**config.mk**
```make
export PLATFORM = sky130hd
export DESIGN_NAME = fetch_ctrl
export DESIGN_NICKNAME = d
export VERILOG_FILES = /design/src/rtl/fetch_ctrl_pkg.sv /design/src/rtl/cla_16b.sv /design/src/rtl/fetch_ctrl.sv
export SDC_FILE = /design/constraint.sdc
export NUM_CORES = 1
export LEC_CHECK = 0
export CAP_MARGIN = 20
export CORE_MARGIN = 3
export CORE_UTILIZATION = 48
export CTS_CLUSTER_SIZE = 40
export DETAILED_ROUTE_END_ITERATION = 8
export GPL_ROUTABILITY_DRIVEN = 0
export PLACE_DENSITY_LB_ADDON = 0.15
export SYNTH_ARGS = -nofsm -noshare
export SYNTH_HDL_FRONTEND = slang
export SYNTH_HIERARCHICAL = 1
export SYNTH_SLANG_ARGS = --single-unit
```
**constraint.sdc**
```tcl
create_clock -name clk -period 3.1 [get_ports clk]
set_clock_uncertainty 0.05 [all_clocks]
set_input_delay 0.465 -clock clk [delete_from_list [all_inputs] [get_ports clk]]
set_output_delay 0.465 -clock clk [all_outputs]
set_load 0.02 [all_outputs]
```
**src/rtl/fetch_ctrl_pkg.sv**
```systemverilog
// Shared types and constants for the fetch-stage sequencer.
// State encoding, HALT opcode and the default NOP encoding used for an empty slot.
package fetch_ctrl_pkg;

  typedef enum logic [1:0] {
    REQ   = 2'd0,
    WAIT  = 2'd1,
    DRAIN = 2'd2,
    HALT  = 2'd3
  } fetchState_t;

  localparam logic [4:0]  OPC_HALT      = 5'b00000;
  localparam logic [15:0] NOP_INSTR_DEF = 16'h0800;

  function automatic logic isHalt(input logic [15:0] instr);
    return instr[15:11] == OPC_HALT;
  endfunction

endpackage

```
**src/rtl/cla_16b.sv**
```systemverilog
// 16-bit carry-lookahead adder: 4-bit groups with a second-level group carry lookahead.
module cla_16b (
  input  logic [15:0] A,
  input  logic [15:0] B,
  input  logic        C_in,
  output logic [15:0] S
);

  logic [14:0] g;
  logic [15:0] p;
  logic [15:0] c;
  logic [2:0]  grpG;
  logic [2:0]  grpP;
  logic [3:0]  gc;

  always_comb begin
    g = A[14:0] & B[14:0];
    p = A ^ B;
    // Group generate/propagate only for the three groups that feed a higher carry.
    for (int unsigned k = 0; k < 3; k++) begin
      grpG[k] = g[4*k+3] | (p[4*k+3] & g[4*k+2]) | (p[4*k+3] & p[4*k+2] & g[4*k+1])
              | (p[4*k+3] & p[4*k+2] & p[4*k+1] & g[4*k]);
      grpP[k] = &p[4*k +: 4];
    end
    gc[0] = C_in;
    gc[1] = grpG[0] | (grpP[0] & gc[0]);
    gc[2] = grpG[1] | (grpP[1] & grpG[0]) | (grpP[1] & grpP[0] & gc[0]);
    gc[3] = grpG[2] | (grpP[2] & grpG[1]) | (grpP[2] & grpP[1] & grpG[0])
          | (grpP[2] & grpP[1] & grpP[0] & gc[0]);
    for (int unsigned k = 0; k < 4; k++) begin
      c[4*k]   = gc[k];
      c[4*k+1] = g[4*k] | (p[4*k] & gc[k]);
      c[4*k+2] = g[4*k+1] | (p[4*k+1] & g[4*k]) | (p[4*k+1] & p[4*k] & gc[k]);
      c[4*k+3] = g[4*k+2] | (p[4*k+2] & g[4*k+1]) | (p[4*k+2] & p[4*k+1] & g[4*k])
               | (p[4*k+2] & p[4*k+1] & p[4*k] & gc[k]);
    end
    S = p ^ c;
  end

endmodule

```
**src/rtl/fetch_ctrl.sv**
```systemverilog
// Fetch-stage sequencer: owns the PC, issues one outstanding imem request at a time,
// and presents a registered instruction slot to decode with stall, redirect and HALT handling.
module fetch_ctrl
  import fetch_ctrl_pkg::*;
#(
  parameter logic [15:0] RESET_PC  = 16'h0000,
  parameter logic [15:0] NOP_INSTR = NOP_INSTR_DEF
) (
  input  logic        clk,
  input  logic        rst,
  input  logic        stall,
  input  logic        redirect_en,
  input  logic [15:0] redirect_pc,
  output logic        imem_en,
  output logic [15:0] imem_addr,
  input  logic        imem_stall,
  input  logic        imem_done,
  input  logic [15:0] imem_data,
  output logic [15:0] if_instr,
  output logic [15:0] if_pc,
  output logic [15:0] if_pc_plus2,
  output logic        if_valid,
  output logic        halted
);

  fetchState_t stateQ, stateD;
  logic [15:0] pcQ, pcD, pcPlus2;
  logic [15:0] instrD, ifPcD, ifPc2D;
  logic        validD, haltedD, accept, load;

  cla_16b u_pcAdd (
    .A    (pcQ),
    .B    (16'h0002),
    .C_in (1'b0),
    .S    (pcPlus2)
  );

  assign imem_addr = pcQ;
  assign imem_en   = (stateQ == REQ) && (!if_valid || !stall) && !rst;
  assign accept    = imem_en && !imem_stall;

  always_comb begin
    stateD  = stateQ;
    pcD     = pcQ;
    haltedD = halted;
    validD  = if_valid;
    instrD  = if_instr;
    ifPcD   = if_pc;
    ifPc2D  = if_pc_plus2;
    load    = 1'b0;

    if (if_valid && !stall) begin
      validD = 1'b0;
      instrD = NOP_INSTR;
    end

    if (redirect_en) begin
      // DRAIN is entered whenever a request is still in flight after this edge.
      pcD    = redirect_pc;
      validD = 1'b0;
      instrD = NOP_INSTR;
      case (stateQ)
        REQ:         stateD = (accept && !imem_done) ? DRAIN : REQ;
        WAIT, DRAIN: stateD = imem_done ? REQ : DRAIN;
        HALT: begin
          stateD  = REQ;
          haltedD = 1'b0;
        end
        default:     stateD = REQ;
      endcase
    end else begin
      case (stateQ)
        REQ: begin
          if (accept) begin
            if (imem_done) load = 1'b1;
            else           stateD = WAIT;
          end
        end
        WAIT:    if (imem_done) load = 1'b1;
        DRAIN:   if (imem_done) stateD = REQ;
        default: ;
      endcase

      if (load) begin
        instrD = imem_data;
        ifPcD  = pcQ;
        ifPc2D = pcPlus2;
        validD = 1'b1;
        pcD    = pcPlus2;
        if (isHalt(imem_data)) begin
          stateD  = HALT;
          haltedD = 1'b1;
        end else begin
          stateD = REQ;
        end
      end
    end
  end

  always_ff @(posedge clk) begin
    if (rst) begin
      stateQ      <= REQ;
      pcQ         <= RESET_PC;
      if_valid    <= 1'b0;
      if_instr    <= NOP_INSTR;
      if_pc       <= '0;
      if_pc_plus2 <= '0;
      halted      <= 1'b0;
    end else begin
      stateQ      <= stateD;
      pcQ         <= pcD;
      if_valid    <= validD;
      if_instr    <= instrD;
      if_pc       <= ifPcD;
      if_pc_plus2 <= ifPc2D;
      halted      <= haltedD;
    end
  end

endmodule

```
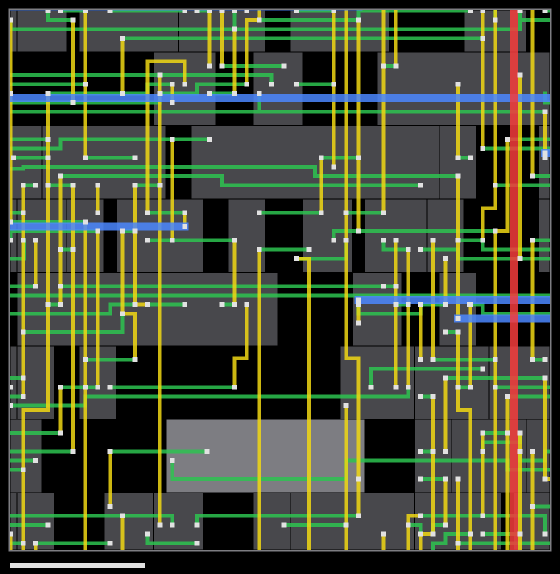
*Layout detail, run 1*
Bar = 5 um. Window x 37 to 57, y 55 to 75 um. Cells in gray, sequential cells in the stronger gray; small squares are vias.
color	layer
green	met1
blue	met3
yellow	met2
red	met4
sequential cells in the window	1
netlist names of flops here include	if_pc_plus2 (1)
most frequent	conb_1 (6), nor2_1 (3)
cells with their middle in the window	35

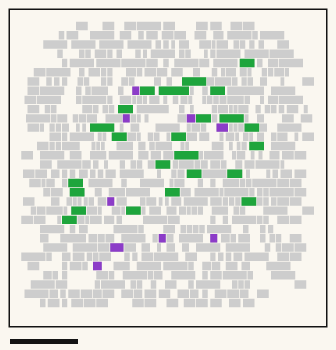
*Gate-type map, run 1*
Bar = 20 um.
color	family	cells	most used
purple	AND and OR gates	9	and2_1
green	adder and majority cells	24	ha_1
fraction of standard cell area in multi-input logic: 42.0%
dominant logic cell type in the layout: clkdlybuf4s50_1
post-layout instance count excluding filler cells: 650

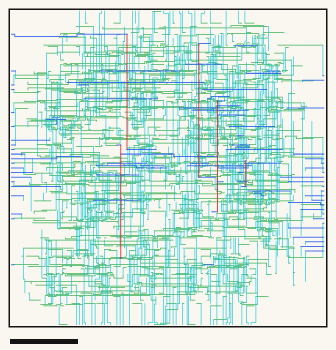
*Routed metal, one color a layer, run 1*
Bar = 20 um.
color	layer	wire length
green	met1	4780 um
red	met4	147 um
cyan	met2	5220 um
blue	met3	669 um
total routing usage reported by global routing: 25.3%
total routed wirelength: 10800 um

==> writeup.txt, run 1 <==
The flow ran to the end, and the final reports show no timing, DRC or antenna violations. The worst setup path is captured at a register. The run gives 6.53% for the layout cell share with drive strength beyond 1. The total negative slack came out at 0 ns. Pin count of the biggest net entering global routing: 53. Share of synthesized cell area in and, or, nand and nor gates: 12.7%. Number of placement rows: 31.

The run gives 0.00729 sq mm for the area of the core. Among cell families on the critical path, the largest total delay comes from AND-OR/OR-AND gates. The count of nets left with antenna violations once routing finished came out at 0. The area taken by flip-flops and latches is 0.00136 sq mm, and the arrival time of the worst setup path is 3.15 ns.

The report counts max-capacitance violations totalling 0. The total die area is 0.00868 sq mm, and the buffers plus inverters on the worst setup path is 0. The actual slew at the worst max-slew pin is 0.660 ns. The data required time reported for the critical path is 3.29 ns.

Note that the worst hold path type here is reg -> reg. The half-perimeter wire length of the detailed placement result was 7340 um; the number of warnings reported in the yosys synthesis log was 6. The tally of filler cells in the layout is 617, and the largest vdd supply drop is 0.281 mV. The first global-routing pass estimated 17700 um of wire. For reference, the final report shows the hold violation count at 0.

The post-synth register bit count is 68. dfxtp_1 is the most common cell in the netlist. The tightest hold path in the finished design has a slack of 0.414 ns. The number of levels in the clock H-tree came out at 3.

With the final worst slack at 0.137 ns, the number of buffers inserted by post-CTS setup repair is 0. The worst setup path is launched from a register. The power consumption was 0.00227 W; the final period demand of the worst path was 2.96 ns. The run gives 93.1 um for the die height. For this run, design rule violations remaining after detail routing come to 0. The pre-CTS setup check shows a worst slack of 0.127 ns. According to the Yosys statistics, the synthesized design has a chip area of 0.00364 sq mm. The main area contributors are dfxtp_1 (37%), a21oi_1 (7.8%), o21ai_0 (7.0%), ha_1 (6.9%), nand3_1 (6.9%).

Static timing analysis puts the maximum clock frequency at 0.337 GHz. The layout net count is 610, and the number of logged tool warnings is 30. The signal on the critical path passes through ha_1, and2_1, a221oi_4, nand2_2, a21oi_4, o21ai_1, a21o_1, fa_1, xor2_1, a31oi_1, a221oi_1. Sorting the Yosys area breakdown by cell type puts at the top dfxtp_1. The iteration count recorded for the first detailed-route pass is 5. Via count of the first global-routing pass: 3591.

The maximum net fanout on the critical path came out at 4. TritonCTS reports the number of clock sinks as 68. The horizontal die size works out to 93.1 um.

Clock-pin slew reported for the worst setup and hold paths after clock tree synthesis: 0.07 ns. Before placement the cells fill 50.0% of the core. Of the total synthesized cell area, the portion taken by full adders, half adders and majority gates is 9.06%.

The tools report the number of instances in the synthesized netlist as 445. Per the TritonCTS log, the buffer count is 9. The run gives 445 as the yosys cell count. In the synthesized netlist the async set-or-reset flop fraction comes to 0%. Counting instances in the post-synthesis netlist gives the leading cell types as dfxtp_1 (68), a21oi_1 (57), o21ai_0 (51), nand3_1 (50), clkbuf_1 (33). Per the final report, max-transition violations number 0. The detailed router finished its first iteration with 254 violations.

The fraction of synthesized cell area taken by the top area cell type was 37.3%. Yosys mapped a number of flops with a built-in enable equal to 0. The clock latency on the worst-skew pair is 0.33 ns, and the maximum number of buffers from clock root to sink is 2. Setup repair after global routing left no endpoint under its margin. Critical-path cell with the highest stage delay: fa_1. Looking at the clock tree report, the root buffer type is clkbuf_8. In the finished design, the share of the clock period the worst path needs comes to 95.6%. The tools report the cell leakage power as 1.85 nW. The path type of the worst setup path was reg -> reg.

The cell-mix breakdown from Yosys lists the compound-gate area share as 30.0%. The run gives 0 as the global route total overflow. The number of antenna violations at the first check in global routing came out at 0. With the delay of the slowest cell on the worst path at 0.38 ns, the sequential cell area fraction in the yosys report is 37.3%. The total of hold buffers inserted after clock tree synthesis is 0, and the synthesis-to-finish area growth is 38.3%. For the fraction of the core area covered by cells at the end of the flow, the log shows 69.1%. The final timing report counts setup violations totalling 0. The synthesized netlist occupies a cell area of 0.00364 sq mm. The total placed cells including tap cells came out at 636. The run gives 450 mW/mm^2 for the power density over the cells.

Per the slew report, the remaining headroom to the max-slew limit stands at 56.0%. In the Yosys stats the netlist draws on 44 distinct library cells. The synthesized netlist devotes 2.64% of its cell area to XOR and XNOR gates. The area taken by multi-input combinational cells is reported as 0.00212 sq mm. The run gives 0 as the number of antenna diodes. The number of port buffers is 104. In the synthesized netlist the dominant register cell turns out to be dfxtp_1.

In the final routed layout, each cell accounts on average for 16.6 um. Leaving out fill and tap cells, the most frequent cells in the layout are clkdlybuf4s50_1 (103), dfxtp_1 (68), a21oi_1 (57). The number of instances resized during post-cts repair is 0.

Routed via count: 3766. The average cell area after synthesis came out at 8.19 sq um. The main logic family after synthesis is AND-OR/OR-AND gates. Summing all non-filler instances in the final layout gives an area of 0.00504 sq mm. After detailed placement, the total cell area comes to 0.00482 sq mm. The I/O pin count was 105; the share of synthesized area spent on multiplexers was 0%.
==> run 1: cells by family after synthesis <==
logic type | Yosys count
AND-OR/OR-AND | 179
AND/OR/NAND/NOR | 88
buffers and inverters | 73
flip-flops | 68
adder cells (fa/ha/maj) | 24
XOR/XNOR | 11
other | 2
==> run 1: cell type report <==
type	count	share of cell area (%)
clock buffers	12	3.08
repair buffers	114	22.4
multi-input cells	324	42.0
inverters	31	2.31
well taps	99	2.46
flip-flops and latches	68	27.0
clock inverters	2	0.695
==> run 1: report_power, final <==
part	total (W)	switching, W	internal (W)
registers	0.000949	0.0000378	0.000911
clock network	0.000723	0.000317	0.000406
logic	0.000599	0.000349	0.000249
total	0.00227	0.000704	0.00157
==> run 1: path summary, 6_finish.rpt <==
kind | endpoint | startpoint | cells past startpoint | slack, ns
hold / removal | halted | halted | 2 | 0.41
hold reg to reg | halted | halted | 2 | 0.41
setup / recovery | imem_addr[13] | imem_addr[2] | 11 | 0.14
setup reg to reg | imem_addr[13] | imem_addr[2] | 11 | 0.14
==> run 1: routing by layer <==
metal | GRT usage (%) | up-vias | part of all wire [%]
met5 | 0 | - | 0
met4 | 8.55 | 0 | 1.3
met3 | 4.18 | 13 | 6.2
met2 | 41.2 | 140 | 48
met1 | 34.0 | 1809 | 44
li1 | - | 1804 | -
==> run 1: worst min-delay path, delay by kind of cell (launching register included) <==
| family | cells | cell delay, ns |
|---|---|---|
| AOI/OAI and AO/OA | 1 | 0.05 |
| DFF | 1 | 0.32 |
| and+or+nand+nor | 1 | 0.05 |
==> run 1: registers in the layout, indices dropped and copies added (netlist names) <==
name	count
if_instr	16
imem_addr	16
if_pc	16
stateQ	2
halted	1
if_valid	1
if_pc_plus2	16
### Register map, names as in the netlist, run 1

Bar = 20 um. Other sequential cells in the stronger gray, the rest of the logic in the fainter gray.
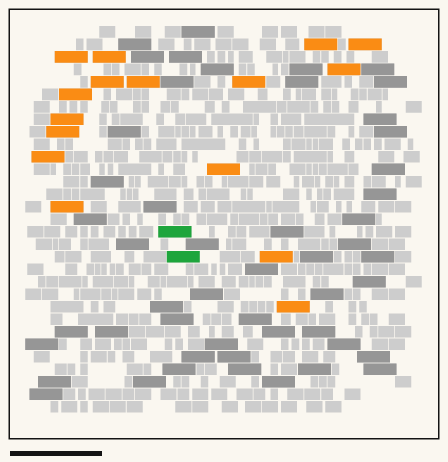

--- run 2 (diff from run 1) ---
--- a/config.mk
+++ b/config.mk
@@ -8,9 +8,11 @@
 export CAP_MARGIN = 20
 export CORE_MARGIN = 3
 export CORE_UTILIZATION = 48
+export CTS_CLUSTER_DIAMETER = 50
 export CTS_CLUSTER_SIZE = 40
 export DETAILED_ROUTE_END_ITERATION = 8
 export GPL_ROUTABILITY_DRIVEN = 0
+export GPL_TIMING_DRIVEN = 0
 export PLACE_DENSITY_LB_ADDON = 0.15
 export SYNTH_ARGS = -nofsm -noshare
 export SYNTH_HDL_FRONTEND = slang
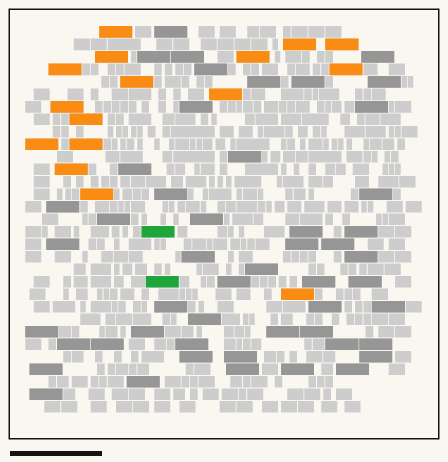
*Register map, names as in the netlist, run 2*
Bar = 20 um. Other sequential cells in the stronger gray, the rest of the logic in the fainter gray.
color	signal	placed flops
green	stateQ	2
orange	if_pc_plus2	16
not colored	50
power attributed to sequential cells: 0.000950 W
register area: 0.00136 sq mm
final cell utilization of the core: 69.7%
sequential share of cell area: 26.8%

==> run 2 against run 1 <==
Effect of this change:
- global-route usage rose by 2.3 points
- die size did not move
- synthesized cell count did not move
- setup slack improved by 0.029 ns
- sequential power barely moved
- core utilization rose by 0.58 points
- hold slack got worse by 0.0012 ns
- routed wire length rose by 8.0%
- maximum frequency rose by 0.99%
==> writeup.txt, run 2 <==
For this run, the leading register cell type out of synthesis is dfxtp_1. With the share of synthesized area spent on multiplexers at 0% (unchanged), the number of warnings reported in the yosys synthesis log is 6 (unchanged). The power consumption came out at 0.00222 W (-2.1%). Number of distinct library cells after synthesis: 44 (unchanged). The top cell types in the final layout, fill and taps aside, are clkdlybuf4s50_1 (103), dfxtp_1 (68), a21oi_1 (57). The layout cell share with drive strength beyond 1 came out at 4.80% (-1.7 points). The run gives 0.00147 W (-6.3%) for the internal power. The actual slew at the worst max-slew pin was 0.661 ns (+0.000574 ns).

For the critical path required time, the log shows 3.30 ns (about the same). The worst setup path is of the reg -> reg kind. The run gives 0.17 ns (+0.03 ns) for the setup slack of the worst register-to-register path.

The run gives 0 (unchanged) for the post-detailed-route count of antenna-violating nets. The first-pass iteration count of the detailed router was 5 (unchanged). The cell type with the highest aggregate area in the netlist is dfxtp_1.

The instance area at placement is 0.00487 sq mm (+1.2%). After synthesis, the cell types taking the most area are dfxtp_1 (37%), a21oi_1 (7.8%), o21ai_0 (7.0%), ha_1 (6.9%), nand3_1 (6.9%). Average cell area after synthesis: 8.19 sq um (unchanged). The hold path startpoint is halted. The final period demand of the worst path came out at 2.93 ns (-0.0291 ns). The largest vdd supply drop came out at 0.242 mV (-14%). The number of clock sinks seen by CTS is 68 (unchanged), and the maximum number of buffers from clock root to sink is 2 (unchanged). The number of instances in the synthesized netlist came out at 445 (unchanged). With the met2 usage at 44.4% (+3.2 points), the total die area is 0.00868 sq mm (unchanged).

The final setup violation count was 0 (unchanged). The count of maximum capacitance violations was 0 (unchanged). Sorting the synthesis cell report by count puts at the top dfxtp_1. The share of synthesized cell area in and, or, nand and nor gates was 12.7% (unchanged). TritonCTS built the clock tree. The overall track demand over capacity in global routing was 27.5% (+2.3 points); the worst setup slack after placement was 0.0682 ns (-0.0585 ns).

The tools report the I/O pin count as 105 (unchanged). The total negative slack is 0 ns (unchanged). The power group with the largest share was sequential cells. The number of port buffers came out at 103 (-0.96%). Finished layout cell area: 0.00508 sq mm (+0.84%).

The worst hold path belongs to the class reg -> reg. The fmax is 0.341 GHz (+0.99%). The total cell area reported by yosys after synthesis is 0.00364 sq mm (unchanged).

For the count of final hold-check violations, the log shows 0 (unchanged). The startpoint identified for the worst register-to-register timing path is imem_addr[2]. The half-perimeter wire length of the detailed placement result is 8590 um (+17%).

The clock share of power was 29.4% (-2.4 points). The clock-pin slew reported for the worst setup and hold paths after clock tree synthesis was 0.07 ns (about the same). STA classifies the critical path endpoint as a register. The clock latency on the worst-skew pair came out at 0.35 ns (+0.02 ns). For the number of remaining DRC errors, the log shows 0 (unchanged).

The run gives 3931 (+4.4%) as the routed via count. Sequential cell area fraction in the yosys report: 37.3% (unchanged). The tools report the total wirelength of the detailed-routed design as 11700 um (+8.0%). The global-route track usage on met3 is 6.03% (+1.9 points). Among the non-sequential cells, AND-OR/OR-AND gates take the most area. The pin count of the biggest net entering global routing is 12 (-77%). The run finished with clean final reports. Final cell count without fillers: 682 (+4.9%).

The run gives 0.166 ns (+0.0291 ns) for the final worst slack. The wire length per cell after detailed routing works out to 17.1 um (+2.9%). The count of library flops with an enable pin was 0 (unchanged); the complex-gate fraction of the synthesized area was 30.0% (unchanged). Layout net count: 641 (+5.1%). The share of the clock period used by the worst path was 94.6% (-0.94 points).

Switching share of power: 34.0% (+3.0 points). The xor and xnor area share after synthesis works out to 2.64% (unchanged). The tools report the number of clock buffers inserted by TritonCTS as 9 (unchanged). According to the timing report, the critical path is launched from imem_addr[2]. The run gives 50.0% (unchanged) for the starting density of the core.

With the number of antenna violations at the first check in global routing at 0 (unchanged), the maximum net fanout on the critical path is 4 (unchanged). The tools report the capturing point of the worst reg2reg path as imem_addr[13]. The number of antenna diodes was 0 (unchanged).

The adder and majority cell fraction of the synthesized area works out to 9.06% (unchanged). The die height works out to 93.1 um (unchanged). The run gives 372 (+46%) as the DRC marker count from the first detailed-route iteration. The run gives 27.9% (+1.5 points) as the part of the power in combinational logic. The cell sitting at the root of the clock tree is a clkbuf_8.

The sequential fraction of design power was 42.7% (+0.9 points); the number of buffers inserted by post-CTS setup repair was 0 (unchanged). The global route total overflow was 0 (unchanged). Per the cell usage report, the commonest logic cell in the layout is clkdlybuf4s50_1. The worst hold path stage count works out to 2 (unchanged). Looking at the hold checks, the worst path lands on halted. The tools report the total placed cells including tap cells as 667 (+4.9%). The clock group total power was 0.000653 W (-9.7%); the number of cells traversed by the worst register-to-register path was 11 (unchanged). The logs give 445 (unchanged) for the yosys cell count and 0.00729 sq mm (unchanged) for the area of the core. For the number of levels in the clock H-tree, the log shows 3 (unchanged).

The run gives 0.00364 sq mm (unchanged) for the summed instance area of the synthesized netlist. The number of logged tool warnings is 30 (unchanged), and the number of placement rows is 31 (unchanged). With the post-synthesis async set-or-reset flop share at 0% (unchanged), the number of flip-flops and latches in the synthesized netlist is 68 (unchanged). Arrival time of the worst setup path: 3.14 ns (about the same). The run gives 37.3% (unchanged) for the fraction of synthesized cell area taken by the top area cell type.

The run gives 1.84 nW (-0.52%) as the cell leakage power. The run gives 0.413 ns (-0.00117 ns) for the final-layout worst hold slack. The wire length of the first global-routing pass came out at 18900 um (+6.8%). The combinational gate power is 0.000620 W (+3.5%). The tools report the switching power as 0.000756 W (+7.4%). Yosys reports that the most numerous cell types are dfxtp_1 (68), a21oi_1 (57), o21ai_0 (51), nand3_1 (50), clkbuf_1 (33). With the horizontal die size at 93.1 um (unchanged), the global-route track usage on met1 is 36.3% (+2.3 points).
[run 2: cell counts after synthesis]
No cell type changed its count.
[run 2: worst max-delay path, cell delays in order (launching register included)]
cell and delay [ns]:
dfxtp_1 0.34, ha_1 0.34, and2_1 0.21, a221oi_4 0.34, nand2_2 0.14, a21oi_4 0.19, o21ai_1 0.12, a21o_1 0.20
fa_1 0.40, xor2_2 0.17, a31oi_1 0.10, a221oi_1 0.25
[run 2: layer usage]
layer  wire (um)  vias to the layer above
met5           0                        -
met4         227                        0
met3         954                       27
met2        5550                      180
met1        4960                     1858
li1            -                     1866
[run 2: area by class of cell]
class	instances	area, sq um
Fill cell	626	2210
Multi-Input combinational cell	324	2110
Sequential cell	68	1360
Timing Repair Buffer	103	1030
Buffer	42	175
Clock buffer	11	141
Tap cell	99	124
Inverter	31	116
Clock inverter	4	26.3
[run 2: worst max path at each step]
stage | endpoint | slack, ns | depth (start not counted)
6_report | imem_addr[13] | 0.17 | 11
5_1_grt | imem_addr[13] | -0.001 | 11
4_1_cts | imem_addr[13] | 0.02 | 11
3_5_place_dp | imem_addr[13] | 0.07 | 11
3_3_place_gp | imem_addr[13] | 0.12 | 11
2_1_floorplan | imem_addr[13] | 0.27 | 11
[run 2: logic make-up (layout without fill, tap and decap cells)]
| family | Yosys count | count (layout) |
|---|---|---|
| xor gates and xnor gates | 11 | 11 |
| and+or+nand+nor | 88 | 88 |
| AOI/OAI and AO/OA | 179 | 179 |
| adders and majority gates | 24 | 24 |
| DFF | 68 | 68 |
| buffers and inverters | 73 | 191 |
| other | 2 | 22 |
[run 2: repair_timing]
item,4_1_cts,5_1_grt
resized,0,5
setup endpoints to repair,0,2
hold buffers,0,0
### Congestion heat map, run 2

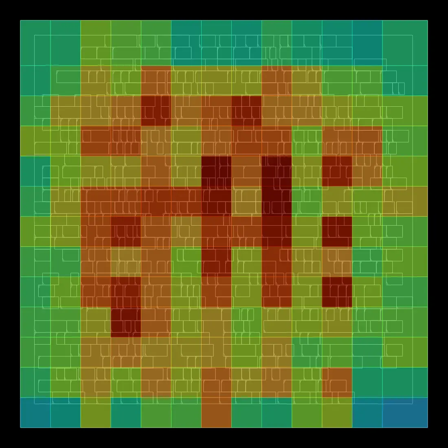

--- run 3 (diff from run 2) ---
--- a/config.mk
+++ b/config.mk
@@ -7,7 +7,7 @@
 export LEC_CHECK = 0
 export CAP_MARGIN = 20
 export CORE_MARGIN = 3
-export CORE_UTILIZATION = 48
+export CORE_UTILIZATION = 43
 export CTS_CLUSTER_DIAMETER = 50
 export CTS_CLUSTER_SIZE = 40
 export DETAILED_ROUTE_END_ITERATION = 8
==> constraint.sdc (replaced) <==
create_clock -name clk -period 2.5 [get_ports clk]
set_clock_uncertainty 0.05 [all_clocks]
set_input_delay 0.375 -clock clk [delete_from_list [all_inputs] [get_ports clk]]
set_output_delay 0.375 -clock clk [all_outputs]
set_load 0.02 [all_outputs]
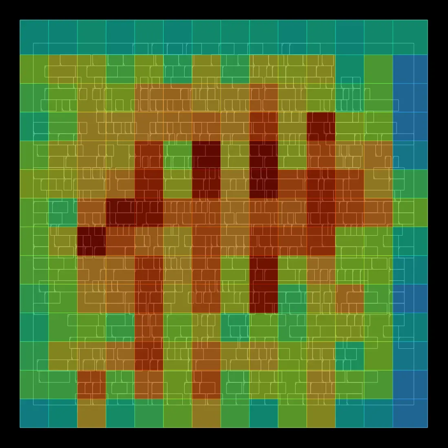
*Congestion heat map, run 3*
met2 global-route usage: 38.1%
total routing usage reported by global routing: 24.1%
final cell utilization of the core: 67.7%
Global Route met1 Usage: 32.9%

==> run 3 against run 2 <==
Effect of this change:
- the run now ends with negative setup slack left
- die size rose by 11%
- critical path type unchanged
- hold slack improved by 0.0085 ns
- power up 42%
- sequential share of layout area is 1.4 points lower
- clock power grew 67%
- count of clock-buffer cells in the layout unchanged
- maximum frequency up 15%
- flip-flop count stayed put
- global-route usage shrank 3.4 points
==> writeup.txt, run 3 <==
With the clock share of power at 34.7% (+5.3 points), the DRC marker count from the first detailed-route iteration is 241 (-35%). With the number of flip-flops and latches in the synthesized netlist at 68 (unchanged), the number of warnings reported in the yosys synthesis log is 6 (unchanged). The flow ran to the end, but the final reports show violations. The final period demand of the worst path works out to 2.55 ns (-0.383 ns). The run gives 1.96 nW (+6.8%) as the cell leakage power. The launch point of the worst reg-to-reg path was imem_addr[2].

The clock-pin slew reported for the worst setup and hold paths after clock tree synthesis came out at 0.08 ns (about the same). The number of distinct library cells after synthesis was 44 (unchanged). The total of hold buffers inserted after clock tree synthesis is 0 (unchanged).

The run gives 98.1 um (+5.3%) for the horizontal die size. The run gives 0 (unchanged) as the post-detailed-route count of antenna-violating nets. Power spread over the standard cell area amounts to 585 mW/mm^2. Critical path required time: 2.71 ns (-0.59 ns). Largest vdd supply drop: 0.335 mV (+38%).

The tools report the final setup violation count as 4 (+4). In this run the layout overhead on the synthesized area is reported as 47.9%. The number of remaining DRC errors came out at 0 (unchanged). Looking at the group totals, the largest power group turns out to be sequential cells.

Checking hold timing, the worst path is listed with class in -> reg. The switching power was 0.000993 W (+31%). The tools report the total placed cells including tap cells as 670 (+0.45%).

TritonCTS built the clock tree. The maximum number of buffers from clock root to sink is 2 (unchanged). In the layout the commonest cells are clkdlybuf4s50_1 (103), dfxtp_1 (65), a21oi_1 (54). The run gives 37.3% (unchanged) for the fraction of synthesized cell area taken by the top area cell type. Switching share of power: 31.5% (-2.5 points).

The worst setup slack after placement is -0.435 ns (-0.503 ns), and the wire length per cell after detailed routing is 17.4 um (+1.6%). For the half-perimeter wire length of the detailed placement result, the log shows 8740 um (+1.8%). The final worst slack was -0.0510 ns (-0.217 ns); the worst-case headroom to the max-slew limit was 57.7%.

For the number of clock buffers inserted by TritonCTS, the log shows 9 (unchanged). The layout cell share with drive strength beyond 1 was 10.9% (+6.1 points). The total die area was 0.00962 sq mm (+11%); the final cell count without fillers was 697 (+2.2%).

The logs give 37.3% (unchanged) for the sequential cell area fraction in the yosys report and 12100 um (+3.9%) for the total wirelength of the detailed-routed design. Average cell area after synthesis: 8.19 sq um (unchanged). For the via count of the first global-routing pass, the log shows 3833. The tools report the hold path startpoint as rst. The run gives 19000 um (+0.69%) as the wire length of the first global-routing pass. Setup repair after global routing could not meet its margin everywhere. The cell type with the highest aggregate area in the netlist was dfxtp_1.

Yosys cell count: 445 (unchanged). The total negative slack is -0.113 ns (-0.113 ns). The main area contributors are dfxtp_1 (37%), a21oi_1 (7.8%), o21ai_0 (7.0%), ha_1 (6.9%), nand3_1 (6.9%). The summed instance area of the synthesized netlist was 0.00364 sq mm (unchanged). The run gives 445 (unchanged) as the number of instances in the synthesized netlist. The number of cells traversed by the worst register-to-register path was 11 (unchanged); the count of final hold-check violations was 0 (unchanged). Per the final report, max-transition violations number 0. The number of logged tool warnings was 32 (+6.7%).

The die height is 98.1 um (+5.3%), and the sequential fraction of design power is 37.3% (-5.4 points). The final reports fail on negative setup slack. For the area of the core, the log shows 0.00797 sq mm (+9.3%).

STA classifies the critical path endpoint as a register. For the setup slack of the worst register-to-register path, the log shows -0.05 ns (-0.22 ns). Sorting the synthesis cell report by count puts at the top dfxtp_1.

Pin count of the biggest net entering global routing: 13 (+1). The tools report the arrival time of the worst setup path as 2.76 ns (-0.38 ns). With the instance area at placement at 0.00492 sq mm (+0.92%), the share of the clock period used by the worst path is 102% (+7.4 points). Number of placement rows: 32 (+3.2%). The run gives 0.421 ns (+0.00854 ns) as the final-layout worst hold slack. The part of the power in combinational logic is 27.9% (about the same). Hold analysis lists the worst path endpoint as imem_addr[15]. The count of library flops with an enable pin was 0 (unchanged); the number of clock sinks seen by CTS was 68 (unchanged). The fmax was 0.392 GHz (+15%).

The path type of the worst setup path is reg -> reg. The finished layout cell area is 0.00539 sq mm (+6.0%). With the number of buffers inserted by post-CTS setup repair at 8 (+8), the number of port buffers is 103 (unchanged).

The critical path launch point type was a register. The delay of the slowest cell on the worst path was 0.36 ns (-0.04 ns); the clock latency on the worst-skew pair was 0.35 ns (about the same). The global route total overflow is 0 (unchanged). Power in sequential cells: 0.00118 W (+24%). The internal power was 0.00216 W (+47%).

The critical-path cell with the highest stage delay is dfxtp_4. The actual slew at the worst max-slew pin came out at 0.634 ns (-0.0268 ns). In this run the critical path is formed by ha_4, and2_4, a221oi_4, nand2_2, a21oi_4, o21ai_2, a21o_1, fa_2, xor2_2, a31oi_1, a221oi_2.

In the synthesized netlist the dominant register cell turns out to be dfxtp_1. The first-pass iteration count of the detailed router was 5 (unchanged). The combinational gate power is 0.000881 W (+42%). The number of instances resized during post-cts repair was 6 (+6). The run gives 653 (+1.9%) as the layout net count. The most common logic cell in the final layout is clkdlybuf4s50_1. The post-synthesis async set-or-reset flop share works out to 0% (unchanged).

The run gives 0.00364 sq mm (unchanged) as the total cell area reported by yosys after synthesis. The vias per cell came out at 5.77. The I/O pin count came out at 105 (unchanged).

The power consumption came out at 0.00315 W (+42%). Sorting the synthesized cells by how often they occur yields dfxtp_1 (68), a21oi_1 (57), o21ai_0 (51), nand3_1 (50), clkbuf_1 (33). For the number of levels in the clock H-tree, the log shows 3 (unchanged). The cell at the root of the clock tree is clkbuf_8. The count of maximum capacitance violations is 0 (unchanged). The number of antenna diodes is 0 (unchanged).

The starting density of the core came out at 45.7% (-4.2 points). The tools report the capturing point of the worst reg2reg path as imem_addr[13]. With the maximum net fanout on the critical path at 3 (-1), the clock group total power is 0.00109 W (+67%). With the routed via count at 4019 (+2.2%), the worst hold path stage count is 2 (unchanged). The run gives 0 (unchanged) as the number of antenna violations at the first check in global routing.
## run 3: cell count changes in the layout (fill, tap and decap cells not counted), sizes merged
| cell | previous run | this run |
|---|---|---|
| buf | 9 | 21 |
| clkinv | 3 | 0 |
| inv | 31 | 33 |
| bufinv | 0 | 2 |
| clkinvlp | 1 | 0 |
## run 3: cells by family after synthesis
| group | Yosys count | share of synthesized area (%) |
|---|---|---|
| adders and majority gates | 24 | 9.06 |
| xor gates and xnor gates | 11 | 2.64 |
| other | 2 | 0.206 |
| AOI/OAI and AO/OA | 179 | 30.0 |
| DFF | 68 | 37.3 |
| and+or+nand+nor | 88 | 12.7 |
| buffers and inverters | 73 | 8.00 |
## run 3: metal layers
metal / vias to the layer above / share of wire, % / track usage, %
met4: 0 / 1.9 / 8.41
li1: 1893 / - / -
met1: 1919 / 42 / 32.9
met2: 185 / 48 / 38.1
met5: - / 0 / 0
met3: 22 / 8.1 / 4.93
## run 3: worst max path at each step
stage / to / slack [ns] / from
after floorplan: imem_addr[8] / 0.19 / imem_addr[2]
after global placement: imem_addr[13] / -0.30 / imem_addr[2]
after detailed placement: imem_addr[13] / -0.44 / imem_addr[2]
after CTS: imem_addr[13] / -0.11 / imem_addr[2]
after global routing: imem_addr[13] / -0.18 / imem_addr[2]
final: imem_addr[13] / -0.05 / imem_addr[2]
## run 3: critical path, delay by kind of cell, from the launching register on
family | cells | cell delay (ns)
simple gates | 2 | 0.29
flops | 1 | 0.36
xor+xnor | 1 | 0.15
compound gates | 6 | 1.06
fa+ha+maj | 2 | 0.56
## run 3: area by class of cell
type                    instances  area [sq um]
fillers                       653          2580
inverters                      31           116
repair buffers                115          1120
multi-input cells             324          2240
well taps                     102           128
clock inverters                 4          77.6
flip-flops and latches         68          1370
plain buffers                  42           175
clock buffers                  11           163
Power is estimated from default activity; no workload was simulated.
